## src/rtl/spec_rollback_ctrl.sv

```systemverilog
// spec_rollback_ctrl: tracks per-register speculation levels and sequences squash/redirect recovery on mispredict
module spec_rollback_ctrl #(
  parameter int NUM_TAG = 4,
  parameter int NUM_REG = 8,
  parameter int SPEC_DEPTH = 4,
  parameter int PC_BIT = 4,
  parameter int INST_ID_BIT = 8,
  parameter int REG_ID_BIT = $clog2(NUM_REG),
  parameter int SPEC_LEVEL_BIT = $clog2(SPEC_DEPTH) + 1
) (
  input  logic                                     clk,
  input  logic                                     rst_n,
  input  logic                                     wr_vld,
  input  logic [REG_ID_BIT-1:0]                    wr_reg,
  input  logic [SPEC_LEVEL_BIT-1:0]                cur_spec_level,
  input  logic                                     br_pred_vld,
  input  logic                                     br_pred_succ,
  input  logic [SPEC_LEVEL_BIT*(SPEC_DEPTH+1)-1:0] br_pred_succ_nxt_levels,
  input  logic [SPEC_LEVEL_BIT-1:0]                br_pred_fail_level,
  input  logic [NUM_TAG*REG_ID_BIT-1:0]            br_pred_fail_tag_map,
  input  logic [PC_BIT-1:0]                        br_pred_fail_pc,
  input  logic [INST_ID_BIT-1:0]                   br_pred_fail_id,
  output logic                                     busy,
  output logic [NUM_REG-1:0]                       spec_pending,
  output logic                                     squash_vld,
  output logic [REG_ID_BIT-1:0]                    squash_reg,
  input  logic                                     squash_rdy,
  output logic                                     redirect_vld,
  output logic [PC_BIT-1:0]                        redirect_pc,
  output logic [INST_ID_BIT-1:0]                   redirect_id,
  output logic [NUM_TAG*REG_ID_BIT-1:0]            redirect_tag_map,
  input  logic                                     redirect_rdy
);
  typedef enum logic [1:0] {IDLE, SQUASH, REDIRECT} state_t;
  state_t state, state_nxt;
  logic [REG_ID_BIT-1:0] ptr, ptr_nxt;
  logic [SPEC_LEVEL_BIT-1:0] lvl [NUM_REG];
  logic [SPEC_LEVEL_BIT-1:0] lvl_nxt [NUM_REG];
  logic [SPEC_LEVEL_BIT-1:0] nxt_map [SPEC_DEPTH+1];
  logic [NUM_REG-1:0] flag, flag_nxt;
  logic fail;
  assign fail = state == IDLE && br_pred_vld && !br_pred_succ;
  always_comb begin
    for (int i = 0; i <= SPEC_DEPTH; i++) nxt_map[i] = br_pred_succ_nxt_levels[i*SPEC_LEVEL_BIT +: SPEC_LEVEL_BIT];
    for (int r = 0; r < NUM_REG; r++) spec_pending[r] = |lvl[r];
  end
  always_comb begin
    state_nxt = state;
    ptr_nxt = ptr;
    lvl_nxt = lvl;
    flag_nxt = flag;
    if (state == IDLE) begin
      if (fail) begin
        for (int r = 0; r < NUM_REG; r++) flag_nxt[r] = lvl[r] != '0 && lvl[r] >= br_pred_fail_level;
        ptr_nxt = '0;
        state_nxt = SQUASH;
      end else begin
        if (br_pred_vld) for (int r = 0; r < NUM_REG; r++) lvl_nxt[r] = nxt_map[lvl[r]];
        if (wr_vld) lvl_nxt[wr_reg] = cur_spec_level;
      end
    end else if (state == SQUASH) begin
      if (!flag[ptr] || squash_rdy) begin
        lvl_nxt[ptr] = flag[ptr] ? '0 : lvl[ptr];
        flag_nxt[ptr] = 1'b0;
        ptr_nxt = ptr + REG_ID_BIT'(1);
        state_nxt = ptr == REG_ID_BIT'(NUM_REG - 1) ? REDIRECT : SQUASH;
      end
    end else if (redirect_rdy) begin
      state_nxt = IDLE;
    end
  end
  always_ff @(posedge clk) begin
    if (!rst_n) begin
      state <= IDLE;
      ptr <= '0;
      flag <= '0;
      lvl <= '{default: '0};
      busy <= 1'b0;
      squash_vld <= 1'b0;
      squash_reg <= '0;
      redirect_vld <= 1'b0;
      redirect_pc <= '0;
      redirect_id <= '0;
      redirect_tag_map <= '0;
    end else begin
      state <= state_nxt;
      ptr <= ptr_nxt;
      flag <= flag_nxt;
      lvl <= lvl_nxt;
      busy <= state_nxt != IDLE;
      squash_vld <= state_nxt == SQUASH && flag_nxt[ptr_nxt];
      squash_reg <= ptr_nxt;
      redirect_vld <= state_nxt == REDIRECT;
      if (fail) begin
        redirect_pc <= br_pred_fail_pc;
        redirect_id <= br_pred_fail_id;
        redirect_tag_map <= br_pred_fail_tag_map;
      end
    end
  end
endmodule

```

## config.mk

```make
export PLATFORM = sky130hd
export DESIGN_NAME = spec_rollback_ctrl
export DESIGN_NICKNAME = d
export VERILOG_FILES = /design/src/rtl/spec_rollback_ctrl.sv
export SDC_FILE = /design/constraint.sdc
export NUM_CORES = 1
export LEC_CHECK = 0
export ABC_AREA = 1
export CELL_PAD_IN_SITES_DETAIL_PLACEMENT = 0
export CELL_PAD_IN_SITES_GLOBAL_PLACEMENT = 1
export CORE_AREA = 2 2 119 121
export CTS_BUF_LIST = sky130_fd_sc_hd__clkbuf_8
export DETAILED_ROUTE_END_ITERATION = 10
export DIE_AREA = 0 0 121 123
export PLACE_DENSITY = 0.78
export SLEW_MARGIN = 15
export SYNTH_ARGS = -nofsm -noshare
export SYNTH_HDL_FRONTEND = slang
export SYNTH_SLANG_ARGS = --single-unit
```

## constraint.sdc

```tcl
create_clock -name clk -period 2.4 [get_ports clk]
set_clock_uncertainty 0.2 [all_clocks]
set_input_delay 0.24 -clock clk [delete_from_list [all_inputs] [get_ports clk]]
set_output_delay 0.24 -clock clk [all_outputs]
set_load 0.02 [all_outputs]
```

Fig. 1: run 1, sequential cells grouped by signal name
Bar = 20 microns.
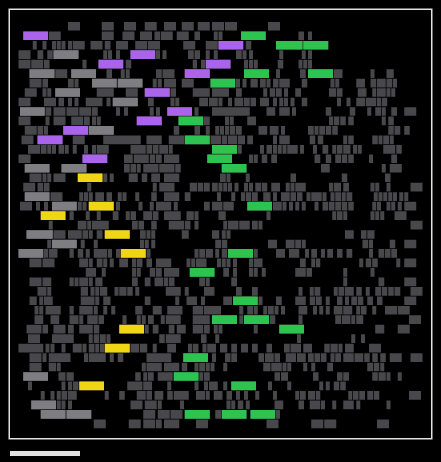
Yellow marks flag, sequential cells 8, where left middle. Purple marks redirect_tag_map, sequential cells 12. Green marks lvl, sequential cells 24.
Seq/total area: 0.1941
Seq power: 1300 uW
Final Core Density: 0.4859

Fig. 2: run 1, logic cells by family
Bar = 20 microns.
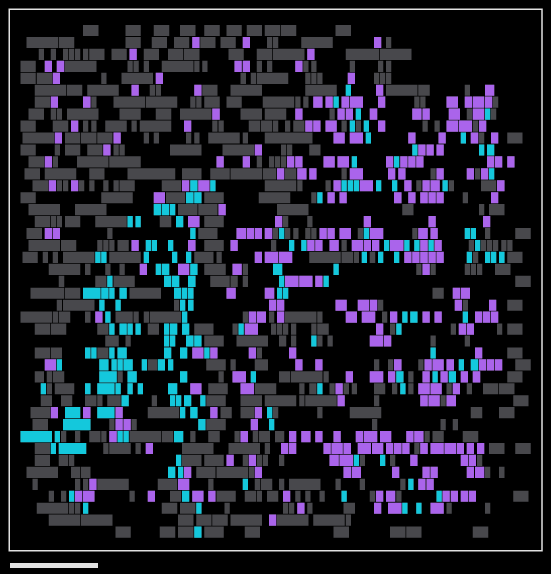
Cyan marks NAND gates, cells 171. Purple marks inverting AOI/OAI gates, cells 281, where widely spread.

Fig. 3: run 1, metal layers overlaid
Two of the layers only.
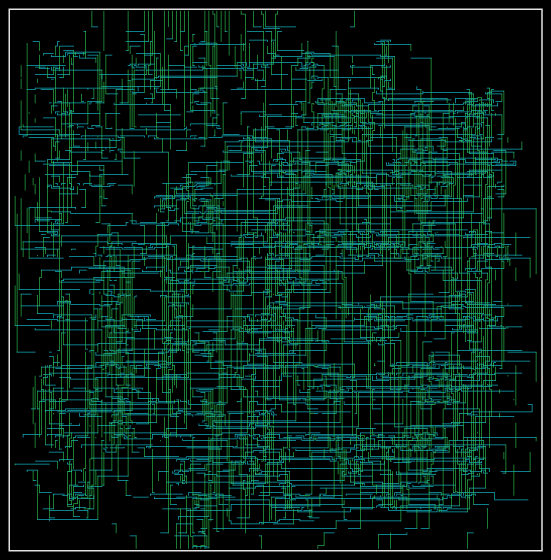
Green marks met2, wire length 8820 microns. Cyan marks met1, wire length 8760 microns.
vias: 6313
Total GRT Usage: 0.2709
Wirelength per Cell: 17.89 microns

==> summary.txt, run 1 <==
yosys + openroad results -> outcome=completed, RSZ-0062 raised after global routing=false, Mapped Nets=904, area leader, netlist=dfxtp_1, WP depth=3, max cap viols=0, most common logic cells in the final layout=nor2_1, o21ai_0, nand2_1, antenna-violating nets left=0, nonclk buf count=between 100 and 150, Worst Hold Depth=2, top power group=combinational logic, CTS tree=yes, P_sw=1681 uW, YS chip area=5089 sq um, logic area=3367 sq um, R2R depth=9, switch share=0.4053, invs w/o clock=79, crit-path max FO=9, part of the Yosys area used for sequential elements=0.2518, OpenROAD warning count=26, final setup vio count=0, Worst-Skew Late Latency=0.35 ns, total global routing overflow=0, drt initial violations=606, Crit path largest cell delay=0.64 ns, fmax=434.3 MHz, Synth flops=64, Worst EP arrival=1.86 ns, I/O Pins=93, Slew Limit Fails=0, Final WS setup=between 0.09 and 0.1 ns, count leader, synth=nor2_1, yosys cell count=823, clock power share=0.258, Row Count=~43, Int Power=2467 uW, Post CTS Setup Buffer Count=0, core area=13610 sq um, Critical Path Slowest Stage Cell=clkdlybuf4s50_1, distinct lib cells=36, Non-clock buffer share=0.1831, list of most frequent post-synthesis cells=nor2_1, o21ai_0, nand2_1, DPL Wire Length=around 16000 microns, worst slack at placement=-0.05116 ns, clock-cell share of area=0.03443, hold bufs inserted after CTS=0, DRC=0, clk sinks=64, CP required=1.96 ns, clock-pin slew on the worst setup and hold paths=0.08 ns
## run 1: layer usage
layer / global-route usage / vias up / wire length (microns)
met5: 0 / - / 0
met4: 0.1097 / 0 / 598
met3: 0.06411 / 49 / 1787
met2: 0.4364 / 303 / 8819
met1: 0.3493 / 2906 / 8757
li1: - / 3055 / -
## run 1: flip-flops by register name, indices dropped and copies added (netlist names)
name              count
redirect_tag_map     12
lvl                  24
ptr                   3
busy                  1
redirect_pc           4
redirect_id           8
redirect_vld          1
flag                  8
squash_vld            1
state                 2
## run 1: logic make-up after synthesis
family          after synthesis  synth area share
compound gates              281            0.3140
flops                        64            0.2518
buf+inv                     112           0.08704
simple gates                340            0.2833
fa+ha+maj                    26           0.06393
--- run 2 (diff from run 1) ---
--- a/config.mk
+++ b/config.mk
@@ -13,7 +13,7 @@
 export DETAILED_ROUTE_END_ITERATION = 10
 export DIE_AREA = 0 0 121 123
 export PLACE_DENSITY = 0.78
-export SLEW_MARGIN = 15
+export SLEW_MARGIN = 20
 export SYNTH_ARGS = -nofsm -noshare
 export SYNTH_HDL_FRONTEND = slang
 export SYNTH_SLANG_ARGS = --single-unit
==> constraint.sdc (replaced) <==
create_clock -name clk -period 2.6 [get_ports clk]
set_clock_uncertainty 0.2 [all_clocks]
set_input_delay 0.26 -clock clk [delete_from_list [all_inputs] [get_ports clk]]
set_output_delay 0.26 -clock clk [all_outputs]
set_load 0.02 [all_outputs]
==> run 2 against run 1 <==
Net effect: count of clock-buffer cells in the layout stayed put; combinational power is about 10% lower; die area stayed put; highest routed layer unchanged; largest cell class unchanged.
==> summary.txt, run 2 <==
yosys + openroad results -> Worst-Skew Late Latency=approximately 0.35 ns, Final Core Density=0.4764, list of most frequent post-synthesis cells=nor2_1, o21ai_0, nand2_1, OpenROAD warning count=26, count of library flops with an enable pin=0, Post CTS Setup Buffer Count=0, I/O Pins=93, Largest Register=lvl, yosys cell count=823, YS chip area=approximately 5100 sq um, count leader, synth=nor2_1, core area=13610 sq um, fmax=407.7 MHz, most common logic cells in the final layout=nor2_1, o21ai_0, nand2_1, clock-pin slew on the worst setup and hold paths=0.08 ns, met1 wire length=9009 microns, vias in the first global route=5806, Wirelength per Cell=18.16 microns, placed inst area=6296 sq um, area leader, netlist=dfxtp_1, Most Used Layer, Global Route=met2, chip area=14880 sq um, met2 Use GR=0.4305, drt initial violations=549, DRC=0, max cap viols=0, outcome=completed, largest net degree at the start of global routing=30, RSZ-0062 raised after global routing=false, part of the Yosys area used for sequential elements=0.2518, Synth flops=64, Total GRT Usage=0.2698, final setup vio count=0, Critical Path Slowest Stage Cell=clkdlybuf4s50_1, biggest regs=lvl: 24 flops, redirect_tag_map: 12 flops, Row Count=43, antenna-violating nets left=0, worst slack at placement=0.1292 ns, DPL Wire Length=15260 microns, crit-path cells=nor2_1 > nand2_1 > clkdlybuf4s50_1, TritonCTS Buffers=9, CP required=2.14 ns, critical path launch point type=flip-flop, vias=6218, hold bufs inserted after CTS=0, Mapped Nets=904, metal2 WL=8827 microns, distinct lib cells=36, max reg flops=24, Crit path largest cell delay=0.65 ns, Worst EP arrival=~2 ns, routing usage on met1=0.3567, total global routing overflow=0, Final WS setup=0.1472 ns, Worst Hold Depth=2, Slew Limit Fails=0, met3 routed wirelength=1509 microns
run 2: cell counts after synthesis:
Identical to the previous run, type by type.
run 2: layout make-up:
type	count	area, sq um
Inverter	79	296.5
Fill cell	1451	7127
Tap cell	180	225.2
Multi-Input combinational cell	647	3367
Timing Repair Buffer	118	1129
Sequential cell	64	1282
Clock buffer	9	123.9
Clock inverter	6	61.31
run 2: cell families (layout without fill, tap and decap cells):
kind of cell	after synthesis	after routing	share of synthesized area
buf+inv	112	212	0.08704
flops	64	64	0.2518
compound gates	281	281	0.3140
fa+ha+maj	26	26	0.06393
simple gates	340	340	0.2833
run 2: where the power goes:
part           internal (uW)  leakage, uW  switching [uW]
sequential              1080     0.000527             137
combinational            629      0.00212             971
clock                    434    0.0000948             408
total                   2140      0.00274            1520
Fig. 4: run 2, ports around the boundary
Pins as bars across the die edge, other pins in grey.
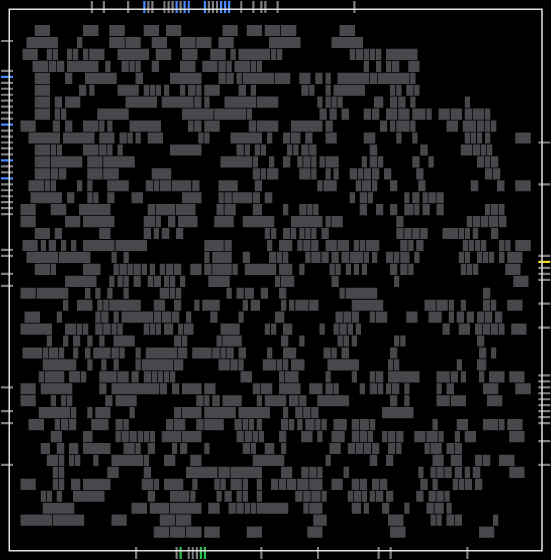
Green marks br_pred_fail_level, pins 3, direction input, edge bottom. Yellow marks wr_vld, pins 1, direction input, edge right. Blue marks br_pred_fail_tag_map, pins 12, direction input, edge 8 top, 4 left.
All pins by edge: 34 left, 26 top, 20 right, 13 bottom.

No activity file was given, so power comes from the tool's default toggle rates.
